===== src/rtl/eth_10g_pause_rx_ctrl_if.sv =====
// Pause-quanta stream from the RX pause-length timing adapter into the pause controller.
interface eth_10g_pause_rx_ctrl_if;
    logic        in_valid;
    logic [15:0] in_data;
    logic        in_ready;

    modport master (output in_valid, output in_data, input in_ready);
    modport slave  (input in_valid, input in_data, output in_ready);
endinterface


===== src/rtl/eth_10g_pause_rx_ctrl.sv =====
// Receive-side 802.3x pause controller: pause timer and TX hold-off request.
// Optional accepted-pause counter is built only when PAUSE_STATS_EN is defined.
//
// state  | meaning
// IDLE   | no pause in effect, tx_pause low
// PAUSED | timer running, tx_pause high
module eth_10g_pause_rx_ctrl #(
    parameter int QUANTA_CYCLES = 8
) (
    input  logic                        clk,
    input  logic                        reset_n,
    eth_10g_pause_rx_ctrl_if.slave      rx,
    input  logic                        pause_en,
    output logic                        tx_pause,
    output logic [15:0]                 pause_remaining,
    output logic                        pause_done,
    output logic [31:0]                 pause_count
);
    localparam int SW = (QUANTA_CYCLES > 1) ? $clog2(QUANTA_CYCLES) : 1;
    localparam logic [SW-1:0] SUB_MAX = SW'(QUANTA_CYCLES - 1);

    typedef enum logic {IDLE, PAUSED} state_t;

    state_t        state, state_nxt;
    logic [15:0]   quanta_cnt, quanta_nxt;
    logic [SW-1:0] sub_cnt, sub_nxt;
    logic          done_nxt;
    logic          ready_q;
    logic          accept;

    assign accept = rx.in_valid && ready_q && pause_en;

    always_ff @(posedge clk or negedge reset_n) begin
        if (!reset_n) begin
            state      <= IDLE;
            quanta_cnt <= '0;
            sub_cnt    <= '0;
            pause_done <= 1'b0;
            ready_q    <= 1'b0;
        end else begin
            state      <= state_nxt;
            quanta_cnt <= quanta_nxt;
            sub_cnt    <= sub_nxt;
            pause_done <= done_nxt;
            ready_q    <= 1'b1;
        end
    end

    // Disable beats accept, and a new frame always overrides the running timer.
    always_comb begin
        state_nxt  = state;
        quanta_nxt = quanta_cnt;
        sub_nxt    = sub_cnt;
        done_nxt   = 1'b0;
        if (!pause_en) begin
            state_nxt  = IDLE;
            quanta_nxt = '0;
            sub_nxt    = '0;
        end else if (accept) begin
            if (rx.in_data != 16'd0) begin
                state_nxt  = PAUSED;
                quanta_nxt = rx.in_data;
                sub_nxt    = SUB_MAX;
            end else begin
                state_nxt  = IDLE;
                quanta_nxt = '0;
                sub_nxt    = '0;
            end
        end else if (state == PAUSED) begin
            if (sub_cnt != '0) begin
                sub_nxt = sub_cnt - 1'b1;
            end else if (quanta_cnt > 16'd1) begin
                quanta_nxt = quanta_cnt - 16'd1;
                sub_nxt    = SUB_MAX;
            end else begin
                quanta_nxt = '0;
                state_nxt  = IDLE;
                done_nxt   = 1'b1;
            end
        end
    end

    assign tx_pause        = (state == PAUSED);
    assign pause_remaining = quanta_cnt;
    assign rx.in_ready     = ready_q;

`ifdef PAUSE_STATS_EN
    logic [31:0] count_q;
    always_ff @(posedge clk or negedge reset_n) begin
        if (!reset_n)
            count_q <= '0;
        else if (accept)
            count_q <= count_q + 32'd1;
    end
    assign pause_count = count_q;
`else
    assign pause_count = 32'd0;
`endif
endmodule


===== src/flat_wrapper.sv =====
// flat-port wrapper written by rule: the top's interface ports become plain ports
module eth_10g_pause_rx_ctrl_flat 
#(
    parameter int QUANTA_CYCLES = 8
)
  (clk, reset_n, pause_en, tx_pause, pause_remaining, pause_done, pause_count, rx_in_valid, rx_in_data, rx_in_ready);
  eth_10g_pause_rx_ctrl_if rx_i ();
  input  logic clk;
  input  logic reset_n;
  input  logic pause_en;
  output logic tx_pause;
  output logic [15:0] pause_remaining;
  output logic pause_done;
  output logic [31:0] pause_count;
  input wire logic [$bits(rx_i.in_valid)-1:0] rx_in_valid;
  input wire logic [$bits(rx_i.in_data)-1:0] rx_in_data;
  output wire logic [$bits(rx_i.in_ready)-1:0] rx_in_ready;
  assign rx_i.in_valid = rx_in_valid;
  assign rx_i.in_data = rx_in_data;
  assign rx_in_ready = rx_i.in_ready;
  eth_10g_pause_rx_ctrl #(.QUANTA_CYCLES(QUANTA_CYCLES)) u_core (.clk(clk), .reset_n(reset_n), .rx(rx_i), .pause_en(pause_en), .tx_pause(tx_pause), .pause_remaining(pause_remaining), .pause_done(pause_done), .pause_count(pause_count));
endmodule

===== config.mk =====
export PLATFORM = sky130hd
export DESIGN_NAME = eth_10g_pause_rx_ctrl_flat
export DESIGN_NICKNAME = d
export VERILOG_FILES = /design/src/rtl/eth_10g_pause_rx_ctrl_if.sv /design/src/rtl/eth_10g_pause_rx_ctrl.sv /design/src/flat_wrapper.sv
export SDC_FILE = /design/constraint.sdc
export NUM_CORES = 1
export LEC_CHECK = 0
export CORE_UTILIZATION = 39
export CTS_BUF_LIST = sky130_fd_sc_hd__clkbuf_4 sky130_fd_sc_hd__clkbuf_8 sky130_fd_sc_hd__clkbuf_16
export DETAILED_ROUTE_END_ITERATION = 8
export PLACE_DENSITY = 0.8
export SLEW_MARGIN = 0
export SYNTH_ARGS = -nofsm -noshare
export SYNTH_HDL_FRONTEND = slang
export SYNTH_SLANG_ARGS = --single-unit

===== constraint.sdc =====
create_clock -name clk -period 2.11 [get_ports clk]
set_input_delay 0.422 -clock clk [delete_from_list [all_inputs] [get_ports clk]]
set_output_delay 0.422 -clock clk [all_outputs]
set_load 0.02 [all_outputs]

==> results.txt <==
status - finished, final reports clean
cell count along the critical path - 6
Commonest Layout Cell - clkdlybuf4s50_1
worst-skew pair later-pin latency - 0.26 ns
area of the die - 4720 um2
slack of the worst reg-to-reg path - 0.08 ns
sinks on the clock net - 22
startpoint of the most critical register-to-register path - u_core.pause_remaining[1]
Final Worst Setup Slack - 0.0158 ns
Core Util at FP - 41.9%
share of layout cells above drive strength 1 - 20.6%
worst setup path startpoint - rx_in_data[9]
mean number of vias per cell - 5.71
Placer Congestion - 0.889
maximum buffer depth of the clock tree - 2
Async S/R FF share, synth - 100%
reported clock group power - 0.309 mW
VDD IR max - 291 uV
commonest cells after routing, fill and taps aside - 38 x clkdlybuf4s50_1, 33 x conb_1, 33 x buf_4, 20 x dfrtp_1, 12 x nand2_1
met2 wire length - 2380 um
CP Launch Type - input pin
DRC viols - 0
areal power density over the cells - 736 nW/um2
Iteration-0 DRC Markers - 150
pin count of the biggest net entering global routing - 23
H-tree depth - 1
number of ports placed on the die boundary - 71
worst setup timing slack at the placement stage - -0.167 ns
Total Nets Final - 287
critical path fanouts, max - 9
## cell families (layout without fill, tap and decap cells)
kind of cell               after synthesis  after routing  share of synthesized area [%]
muxes                                    2              2                           1.30
buffers and inverters                   43             79                           16.9
other                                    2             33                          0.432
xor gates and xnor gates                 1              1                          0.504
and+or+nand+nor                         67             67                           23.6
DFF                                     22             22                           31.7
adders and majority gates                4              4                           2.88
AOI/OAI and AO/OA                       54             54                           22.6
## layer usage
metal	vias up	global-route usage, %
met3	16	2.80
met2	119	32.8
met1	829	29.3
met5	-	0
met4	0	7.40
li1	818	-
## cell type report
type | instances | area, um2
Fill cell | 367 | 1800
Tap cell | 50 | 62.6
Multi-Input combinational cell | 161 | 1030
Inverter | 4 | 15.0
Clock buffer | 4 | 55.1
Timing Repair Buffer | 71 | 628
Sequential cell | 22 | 553
### Track usage over the die

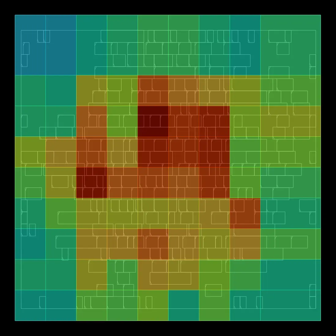
global-route usage over all layers: 20.9%
Routed WL per cell: 15.7 um

### Met3 routing

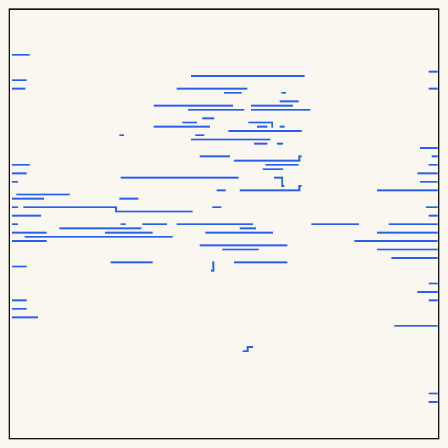
wire length on this layer = 460 um
share of all routed wire = 9.4%
longest straight run = 23.5 um
routing usage on met3: 2.80%
detailed-route wire length: 4910 um

### I/O pins on the die edge

Pins as bars across the die edge, other pins in grey.
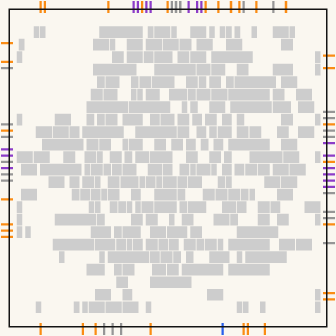
`tx_pause` -> blue  # pins 1, direction output, edge bottom
`rx_in_data` -> purple  # pins 16, direction input, edge 7 top, 6 right, 3 left
`pause_count` -> orange  # pins 32, direction output, edge 11 top, 7 bottom, 7 right, 7 left
quantity of I/O buffers inserted on ports: 38
height of the chip: 68.7 um
width of the die: 68.7 um

### Wiring by layer

Only two layers are drawn.
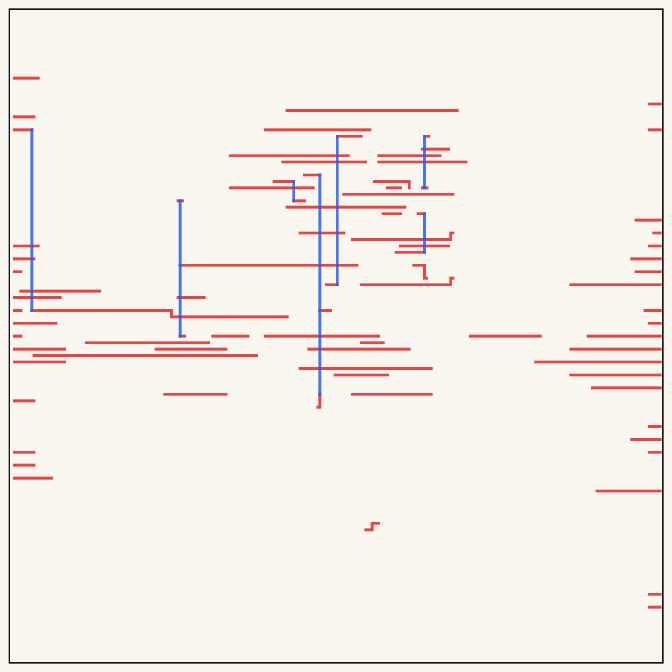
metal 4 -> blue  # wire length 83.6 um
metal 3 -> red  # wire length 460 um
vias after detailed routing: 1782

Power and IR drop assume default switching activity.
